$ cat config.mk
export PLATFORM = sky130hd
export DESIGN_NAME = generation_sequencer
export DESIGN_NICKNAME = d
export VERILOG_FILES = /design/src/rtl/generation_sequencer.sv
export SDC_FILE = /design/constraint.sdc
export NUM_CORES = 1
export LEC_CHECK = 0
export CAP_MARGIN = 40
export CORE_ASPECT_RATIO = 1.25
export CORE_MARGIN = 2
export CORE_UTILIZATION = 50
export DETAILED_ROUTE_END_ITERATION = 6
export PLACE_DENSITY = 0.78
export SETUP_SLACK_MARGIN = 0.2
export SLEW_MARGIN = 20
export SYNTH_ARGS = -nofsm -noshare
export SYNTH_HDL_FRONTEND = slang
export SYNTH_SLANG_ARGS = --single-unit
$ cat constraint.sdc
create_clock -name clock_in -period 2.1 [get_ports clock_in]
set_clock_uncertainty 0.05 [all_clocks]
set_input_delay 0.63 -clock clock_in [delete_from_list [all_inputs] [get_ports clock_in]]
set_output_delay 0.63 -clock clock_in [all_outputs]
set_load 0.03 [all_outputs]
$ cat src/rtl/generation_sequencer.sv
// generation_sequencer
// Decides when the Life engine advances one generation. A divided square
// wave (tick_in) is synchronized and edge-detected; while running, each
// rising edge requests one step. While paused, step_btn requests a single
// step. clear_btn requests a grid clear, which also zeroes the counter and
// pauses. Only one request is outstanding at a time (req/ack handshake).
//
// Ports:
//   clock_in   - system clock, rising edge
//   reset      - asynchronous active-low reset
//   tick_in    - asynchronous divided square wave
//   run_toggle - one-cycle pulse, flips run/pause
//   step_btn   - one-cycle pulse, single step (honoured only while paused)
//   clear_btn  - one-cycle pulse, grid clear (deferred if busy)
//   step_ack   - engine completion, sampled only while a request is out
//   step_req   - step outstanding
//   clear_req  - clear outstanding
//   running    - 1 = auto-advance on ticks
//   busy       - step_req | clear_req
//   generation - completed generations since the last clear (wrapping)
//   overrun    - sticky: a tick arrived while busy and running
module generation_sequencer #(
    parameter int GEN_WIDTH   = 16,
    parameter int SYNC_STAGES = 2
) (
    input  logic                 clock_in,
    input  logic                 reset,
    input  logic                 tick_in,
    input  logic                 run_toggle,
    input  logic                 step_btn,
    input  logic                 clear_btn,
    input  logic                 step_ack,
    output logic                 step_req,
    output logic                 clear_req,
    output logic                 running,
    output logic                 busy,
    output logic [GEN_WIDTH-1:0] generation,
    output logic                 overrun
);

    localparam logic [1:0] ST_IDLE  = 2'd0;
    localparam logic [1:0] ST_STEP  = 2'd1;
    localparam logic [1:0] ST_CLEAR = 2'd2;

    localparam logic [GEN_WIDTH-1:0] GEN_ZERO = {GEN_WIDTH{1'b0}};
    localparam logic [GEN_WIDTH-1:0] GEN_ONE  = {{(GEN_WIDTH-1){1'b0}}, 1'b1};

    logic [SYNC_STAGES-1:0] sync_q, sync_d;
    logic                   edge_q;
    logic                   tick_rise_s;

    logic [1:0]             state_q, state_d;
    logic [GEN_WIDTH-1:0]   gen_q, gen_d;
    logic                   running_q, running_d;
    logic                   overrun_q, overrun_d;
    logic                   pend_q, pend_d;
    logic                   step_req_q, clear_req_q, busy_q;

    // Synchronizer shift and rising-edge detect on the last stage.
    always_comb begin
        sync_d      = {sync_q[SYNC_STAGES-2:0], tick_in};
        tick_rise_s = sync_q[SYNC_STAGES-1] & ~edge_q;
    end

    // Next-state logic for the request FSM, counter and status flags.
    always_comb begin
        state_d   = state_q;
        gen_d     = gen_q;
        running_d = running_q ^ run_toggle;
        overrun_d = overrun_q;
        pend_d    = pend_q;

        // While a request is out: remember clears, flag (and drop) ticks.
        if (state_q != ST_IDLE) begin
            if (clear_btn) begin
                pend_d = 1'b1;
            end else begin
                pend_d = pend_q;
            end
            if (running_q && tick_rise_s) begin
                overrun_d = 1'b1;
            end else begin
                overrun_d = overrun_q;
            end
        end else begin
            pend_d    = pend_q;
            overrun_d = overrun_q;
        end

        case (state_q)
            ST_IDLE: begin
                // A step_btn coinciding with a tick can only start one STEP.
                if (clear_btn || pend_q) begin
                    state_d = ST_CLEAR;
                    pend_d  = 1'b0;
                end else if (running_q && tick_rise_s) begin
                    state_d = ST_STEP;
                end else if (!running_q && step_btn) begin
                    state_d = ST_STEP;
                end else begin
                    state_d = ST_IDLE;
                end
            end
            ST_STEP: begin
                if (step_ack) begin
                    state_d = ST_IDLE;
                    gen_d   = gen_q + GEN_ONE;
                end else begin
                    state_d = ST_STEP;
                end
            end
            ST_CLEAR: begin
                // A clear always leaves the design paused, even against a
                // simultaneous run_toggle.
                if (step_ack) begin
                    state_d   = ST_IDLE;
                    gen_d     = GEN_ZERO;
                    overrun_d = 1'b0;
                    running_d = 1'b0;
                end else begin
                    state_d = ST_CLEAR;
                end
            end
            default: begin
                state_d = ST_IDLE;
            end
        endcase
    end

    // State, synchronizer and registered outputs.
    always_ff @(posedge clock_in or negedge reset) begin
        if (!reset) begin
            sync_q      <= {SYNC_STAGES{1'b0}};
            edge_q      <= 1'b0;
            state_q     <= ST_IDLE;
            gen_q       <= GEN_ZERO;
            running_q   <= 1'b0;
            overrun_q   <= 1'b0;
            pend_q      <= 1'b0;
            step_req_q  <= 1'b0;
            clear_req_q <= 1'b0;
            busy_q      <= 1'b0;
        end else begin
            sync_q      <= sync_d;
            edge_q      <= sync_q[SYNC_STAGES-1];
            state_q     <= state_d;
            gen_q       <= gen_d;
            running_q   <= running_d;
            overrun_q   <= overrun_d;
            pend_q      <= pend_d;
            step_req_q  <= (state_d == ST_STEP);
            clear_req_q <= (state_d == ST_CLEAR);
            busy_q      <= (state_d != ST_IDLE);
        end
    end

    assign step_req   = step_req_q;
    assign clear_req  = clear_req_q;
    assign busy       = busy_q;
    assign running    = running_q;
    assign overrun    = overrun_q;
    assign generation = gen_q;

endmodule

==> results.txt <==
run metrics: DIE AREA=3115 µm², cell area power density=834.4 nW/µm², unrepaired setup endpoints after global routing=yes, Site Rows=21, WS Path Type=reg -> reg, vias in the first global route=1,023, grt ovf=0, RR Endpoint=generation[12]$_DFFE_PN0P_, top cells by area, synth=dfrtp_1 (50%), nand2_1 (5.9%), or4_1 (3.9%), YS warnings=0, Yosys top cell area share=50.37%, FF/Latch Area=680.7 µm², Max Fclk=529.2 MHz, Seq share, synth=50.37%, Die Wd=50.33 µm, Mux cell area share=1.493%, GP Congestion=0.7580, Worst path depth=5, Slew Limit Headroom=77.65%, Final Hold Viols=0, tool warning count=29, Peak VDD IR=636.0 µV, fin util=67.76%, clock buf count=3, hold path start=sync_q[0]$_DFF_PN0_, CTS sink count=27, setup ws final=0.2102 ns, Final ANT Viol Nets=0, Buffers on Ports=27, worst-path maximum fanout=6, root buffer cell=clkbuf_4, mi-comb count=99, largest net degree at the start of global routing=28, Gate Count Post-Synth=139, YS chip area=1341 µm², dominant logic cell types in the final layout=dfrtp_1 (23), nand2_1 (21), buf_4 (16), TritonRoute pass-1 iters=4, Post-DP Area=1704 µm², Setup crit end kind=flop, biggest cell delay along the critical path=0.52 ns, Leakage=0.8163 nW, number of cells in Yosys stat=139, CTS tree=built, # diodes=0, initial antenna violation count=0, Worst-path clk slew=0.15 ns, buffer share of cell area=20.66%, Tot Pwr=1.486 mW, final-layout fill cell count=219, ys flops=27, Cell Type Count=36, drt total wl=2725 µm, Largest cell class=registers, Slowest-stage cell, CP=or4_4, status=completed, Post-Place Cells=200, routed vias/inst=5.395, Tap Cells=34, largest area contributor in the netlist=dfrtp_1, htree depth=1, AO/OA Area Share=13.71%, nets@finish=185, crit path from=generation[1]$_DFFE_PN0P_, xor+xnor area frac=4.478%, largest family of logic cells by area=simple AND/OR/NAND/NOR gates, adder share=0.9328%, CTS Buf Count=3, Residual DRC=0, Critical Path End=generation[12]$_DFFE_PN0P_, CP Cell Sequence=ha_4, nand2_1, or4_4, or4b_4, o21ai_2, ys flop type=dfrtp_1, post-synthesis async set-or-reset flop share=100.0%, Avg Cell Area, Syn=9.650 µm², buffer and inverter count on the worst path=0, Clock-cell share=1.687%, fin crit share=89.99%, first-pass GRT wire length=4498 µm, pre-CTS setup slack=-0.4935 ns, flop share of the area=38.23%
-- per-stage QoR --
step	TNS, ns	hold slack, ns
after floorplan	0	0.2812
after global placement	-2.635	0.2859
after detailed placement	-3.249	0.2978
after CTS	0	0.3321
after global routing	0	0.3374
final	0	0.3263
-- what timing repair did --
| item | in CTS | in global routing |
|---|---|---|
| setup endpoints to repair | 29 | 14 |
| resized | 27 | 11 |
| pin swaps | 4 | 4 |
| setup buffers | 2 | 4 |
-- layer usage --
| metal | vias to the layer above | GRT usage, % |
|---|---|---|
| met5 | - | 0 |
| met4 | 0 | 6.950 |
| met3 | 2 | 2.153 |
| met1 | 552 | 24.07 |
| li1 | 560 | - |
| met2 | 19 | 33.27 |
-- report_power, final --
part / switching [mW] / internal (mW)
logic: 0.339 / 0.259
registers: 0.0586 / 0.594
clock network: 0.162 / 0.0728
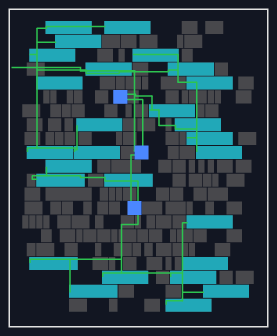
**Above:** clock network drawn from the DEF.
flip-flops -> cyan  # count 27
clock wires -> green  # length 324 µm
cells driving clock nets -> blue  # count 3
routed clock nets = 4
worst skew pair latency: 0.33 ns
Clk pwr share: 15.8%
Clk power: 0.235 mW

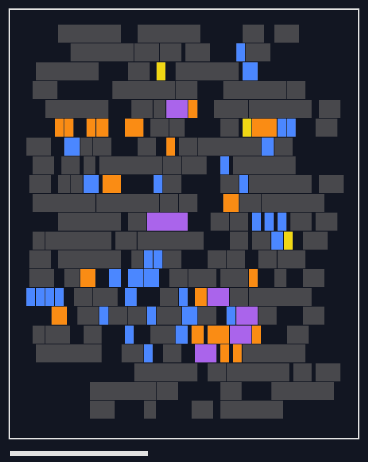
**Above:** selected gate families.
The bar under the picture is 20 µm long.
NAND gates -> blue  # cells 32
XOR/XNOR gates -> purple  # cells 6
NOR gates -> orange  # cells 19
inverters -> yellow  # cells 3
Comb area share: 36.40%
Commonest Layout Cell: dfrtp_1
Finished Layout Cells: 210

No activity file was given, so power comes from the tool's default toggle rates.
